## config.mk

```make
export PLATFORM = sky130hd
export DESIGN_NAME = add_sub_seq
export DESIGN_NICKNAME = d
export VERILOG_FILES = /design/src/rtl/add_sub_seq.sv
export SDC_FILE = /design/constraint.sdc
export NUM_CORES = 1
export LEC_CHECK = 0
export ABC_AREA = 1
export CAP_MARGIN = 20
export CORE_MARGIN = 5
export CORE_UTILIZATION = 31
export CTS_CLUSTER_DIAMETER = 60
export DETAILED_ROUTE_END_ITERATION = 12
export GPL_TIMING_DRIVEN = 1
export HOLD_SLACK_MARGIN = 0.08
export RECOVER_POWER = 100
export SLEW_MARGIN = 20
export SYNTH_ARGS = -nofsm -noshare
export SYNTH_HDL_FRONTEND = slang
export SYNTH_SLANG_ARGS = --single-unit
```

## constraint.sdc

```tcl
create_clock -name clk -period 1.55 [get_ports clk]
set_input_delay 0.465 -clock clk [delete_from_list [all_inputs] [get_ports clk]]
set_output_delay 0.465 -clock clk [all_outputs]
set_load 0.02 [all_outputs]
```

## src/rtl/add_sub_seq.sv

```systemverilog
`default_nettype none
`timescale 1ns/1ps
// ============================================================================
//  Module   : add_sub_seq
//  Purpose  : Digit-serial WIDTH-bit adder/subtractor, DIGIT bits per clock,
//             with start/busy/done handshake and carry/overflow/zero flags.
//  Revision : 1.0  initial release
// ============================================================================
module add_sub_seq #(
    parameter int WIDTH = 8,
    parameter int DIGIT = 1
) (
    input  logic             clk,
    input  logic             rst,
    input  logic             start,
    input  logic             sub,
    input  logic [WIDTH-1:0] a,
    input  logic [WIDTH-1:0] b,
    output logic             ready,
    output logic             busy,
    output logic             done,
    output logic [WIDTH-1:0] s,
    output logic             cout,
    output logic             ovf,
    output logic             zero
);

    localparam int c_STEPS = WIDTH / DIGIT;
    localparam int c_CW    = (c_STEPS > 1) ? $clog2(c_STEPS) : 1;

    typedef enum logic [1:0] {
        S_IDLE = 2'd0,
        S_RUN  = 2'd1,
        S_DONE = 2'd2
    } state_t;

    state_t           r_state;
    logic [WIDTH-1:0] r_a;
    logic [WIDTH-1:0] r_b;
    logic [WIDTH-1:0] r_acc;
    logic             r_carry;
    logic             r_mode;
    logic [c_CW-1:0]  r_step;

    logic [DIGIT:0]   w_dsum;
    logic [WIDTH-1:0] w_acc_next;
    logic             w_last;
    logic             w_ovf;

    assign w_dsum = {1'b0, r_a[DIGIT-1:0]} + {1'b0, r_b[DIGIT-1:0]}
                  + {{DIGIT{1'b0}}, r_carry};

    // Sum digits enter at the MSB end so the full word is aligned after N steps.
    generate
        if (DIGIT == WIDTH) begin : g_full
            assign w_acc_next = w_dsum[DIGIT-1:0];
        end else begin : g_shift
            assign w_acc_next = {w_dsum[DIGIT-1:0], r_acc[WIDTH-1:DIGIT]};
        end
    endgenerate

    assign w_last = (r_step == c_CW'(c_STEPS - 1));

    // On the last step the operand registers hold the sign bits in bit DIGIT-1.
    assign w_ovf = (r_a[DIGIT-1] == r_b[DIGIT-1]) && (w_dsum[DIGIT-1] != r_a[DIGIT-1]);

    assign ready = (r_state == S_IDLE) || (r_state == S_DONE);

    always_ff @(posedge clk or posedge rst) begin
        if (rst) begin
            r_state <= S_IDLE;
            r_a     <= '0;
            r_b     <= '0;
            r_acc   <= '0;
            r_carry <= 1'b0;
            r_mode  <= 1'b0;
            r_step  <= '0;
            s       <= '0;
            cout    <= 1'b0;
            ovf     <= 1'b0;
            zero    <= 1'b0;
            busy    <= 1'b0;
            done    <= 1'b0;
        end else begin
            done <= 1'b0;
            case (r_state)
                S_IDLE, S_DONE: begin
                    if (start) begin
                        r_a     <= a;
                        r_b     <= sub ? ~b : b;
                        r_carry <= sub;
                        r_mode  <= sub;
                        r_step  <= '0;
                        busy    <= 1'b1;
                        r_state <= S_RUN;
                    end else begin
                        r_state <= S_IDLE;
                    end
                end
                S_RUN: begin
                    r_acc   <= w_acc_next;
                    r_a     <= r_a >> DIGIT;
                    r_b     <= r_b >> DIGIT;
                    r_carry <= w_dsum[DIGIT];
                    r_step  <= r_step + c_CW'(1);
                    if (w_last) begin
                        s       <= w_acc_next;
                        cout    <= w_dsum[DIGIT] ^ r_mode;
                        ovf     <= w_ovf;
                        zero    <= (w_acc_next == '0);
                        busy    <= 1'b0;
                        done    <= 1'b1;
                        r_state <= S_DONE;
                    end
                end
                default: begin
                    busy    <= 1'b0;
                    r_state <= S_IDLE;
                end
            endcase
        end
    end

endmodule
`default_nettype wire
```

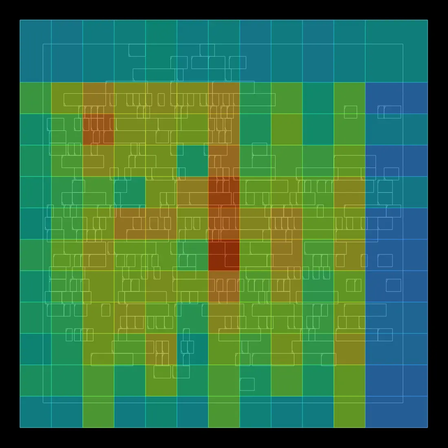
(images/congestion_map.png)
routing usage on met2: 16.4%
highest-utilization routing layer at the global route stage: met2
met1 Use GR: 14.4%
average detailed-routed wire length per instance: 10.6 um

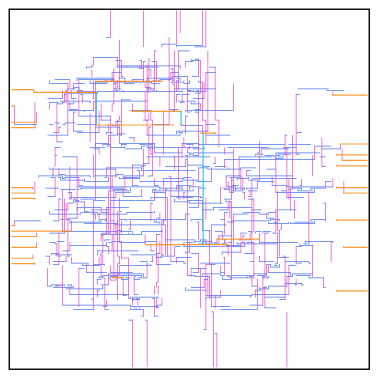
(images/layers.png)
Scale: 4 px per um.
- M4: cyan (wire length 39.4 um)
- M3: orange (wire length 246 um)
- M2: magenta (wire length 1,650 um)
- M1: blue (wire length 1,860 um)
final wirelength: 3800 um
DR vias: 1,561
Total Routing Usage GR: 10.6%

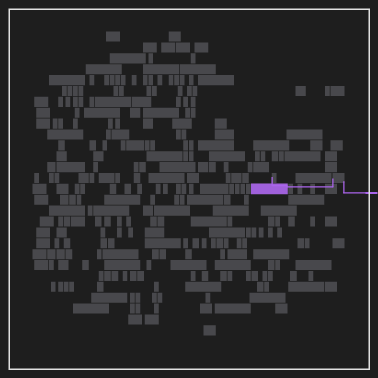
(images/port_trees.png)
Scale: 4 px per um.
- zero: purple (bits 1; direction output; edge right; end cells 1; buffers 1; wire 28.2 um)
count of input and output buffers: 33
I/O pin count: 34

==> notes.md <==
Entry: Yosys synthesis followed by OpenROAD place and route.

Route:
- The detailed router put a total of 1860 um of wire on met1.
- The run gives the length of routed met2 wiring as 1650 um.
- The run puts the residual DRC count at 0.
- The run puts the number of DRC violations after detailed-routing iteration 0 at 71.

Worst setup path:
- The critical path starts at cout.
- STA classifies the critical path endpoint as an output pin.
- In this run the number of cells on the critical path is 1.
- The longest incremental delay of any stage on the critical path is reported as 400 ps.
- The run gives the largest fanout of any net on the critical path as 2.
- The run gives the end of the worst register-to-register path as ovf.
- Together, buffers and inverters on the worst path number 1.
- According to the timing report, the arrival time at the worst endpoint equals 1020 ps.
- STA classifies the critical path startpoint as a flip-flop.

Logic synthesis:
- After synthesis, flip-flops and latches occupy 54.8% of the total area.
- The run gives the post-synth area from yosys stat as 1960 um2.
- The run puts the register bit total from synthesis at 43.
- Yosys mapped a number of flops with a built-in enable equal to 0.
- The run puts the area share of the leading cell type in the synthesized netlist at 54.8%.
- The synthesis report lists the Yosys warning total as 0.
- For reference, the top logic cell family by area is simple AND/OR/NAND/NOR gates.
- The run puts the area fraction in mux cells at 0%.

Layout:
- The run puts the cell area after layout at 2480 um2.
- The run puts the non-clock buffer instance count of the final layout at 45.
- By instance count after routing, the leading logic cell types are 100 x sky130_fd_sc_hd__nand2_1, 43 x sky130_fd_sc_hd__dfrtp_1, 20 x sky130_fd_sc_hd__inv_1, 19 x sky130_fd_sc_hd__nand3_1, 18 x sky130_fd_sc_hd__o21ai_0.
- The finished design was reported to have a net count of 304.
- In the final design, more cell area goes to flip-flops and latches than to any other class.
- The run puts the antenna diode count at 0.
- The run puts the inverter count at 22.
- According to the cell report, flip-flops and latches in the layout number 43.
- In the final layout, the registers with the most flip-flops are r_a (8), r_b (8), s (8).
- In this run the layout overhead on the synthesized area is reported as 26.5%.
- The run puts the number of multi-input logic gates at 164.

STA:
- Based on the critical path, the design can be clocked at up to 674 MHz.
- The run puts the least setup slack across all paths after layout at 66.0 ps.
- The clock arrives with 10.7 ps of skew.
- The run puts the max-slew violation count at 0.
- The run gives the number of failing setup endpoints in the final timing report as 0.
- Hold timing on the final database bottoms out at a slack of 480 ps.

Global routing:
- The run gives the wire length of the first global-routing pass as 6640 um.
- Entering global routing, the biggest net connects 44 pins.

Placed design:
- The run gives the post-place instance area as 2450 um2.
- The run gives the worst slack after detailed placement as -48.2 ps.

Clock network:
- Looking at the clock tree report, the maximum root-to-sink buffer count equals 2.
- Per the CTS log, the maximum H-tree level is 2.
- The run gives the insertion delay of the later-clocked pin in the worst-skew pair as 300 ps.

Min path:
- In this run the most critical hold path is launched from r_a[7].
- The run gives the end of the worst hold path as r_a[7].

Power:
- The run gives the sequential-cell power consumption as 1930 uW.
- The run puts the combinational power at 1950 uW.
- The run puts the combinational group share of total power at 42.1%.
- Of the total power, the share spent switching nets is 41.0%.
- The run gives the proportion of power drawn by the clock network as 16.0%.

Floorplanning:
- In this run the standard cell core region covers 6240 um2.
- The floorplan has 29 rows.

Outcome:
- The run finished with clean final reports.

Run:
- OpenROAD emitted warnings numbering 26.
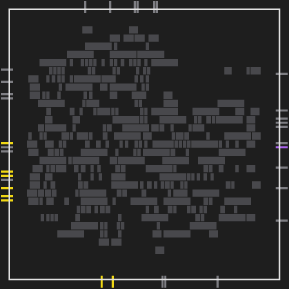
(images/pinout.png)
Scale: 3 px per um. Pins as bars across the die edge, other pins in grey.
- zero: purple (pins 1; direction output; edge right)
- b: yellow (pins 8; direction input; edge 6 left, 2 bottom)
- all pins by edge: 13 left, 10 right, 6 top, 5 bottom
die outline width: 89.6 um
vertical die size: 89.6 um

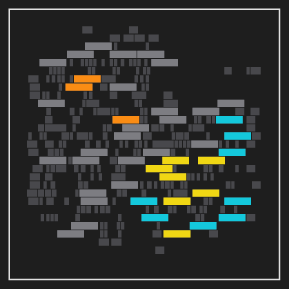
(images/ff_map.png)
Scale: 3 px per um. Other sequential cells in the stronger grey, the rest of the logic in the fainter grey.
- r_acc: yellow (placed flops 7)
- s: cyan (placed flops 8)
- r_step: orange (placed flops 3)
Final Util: 39.8%
area of all sequential standard cells: 1080 um2
share of the final layout cell area in sequential cells: 43.3%

Power is estimated from default activity; no workload was simulated.
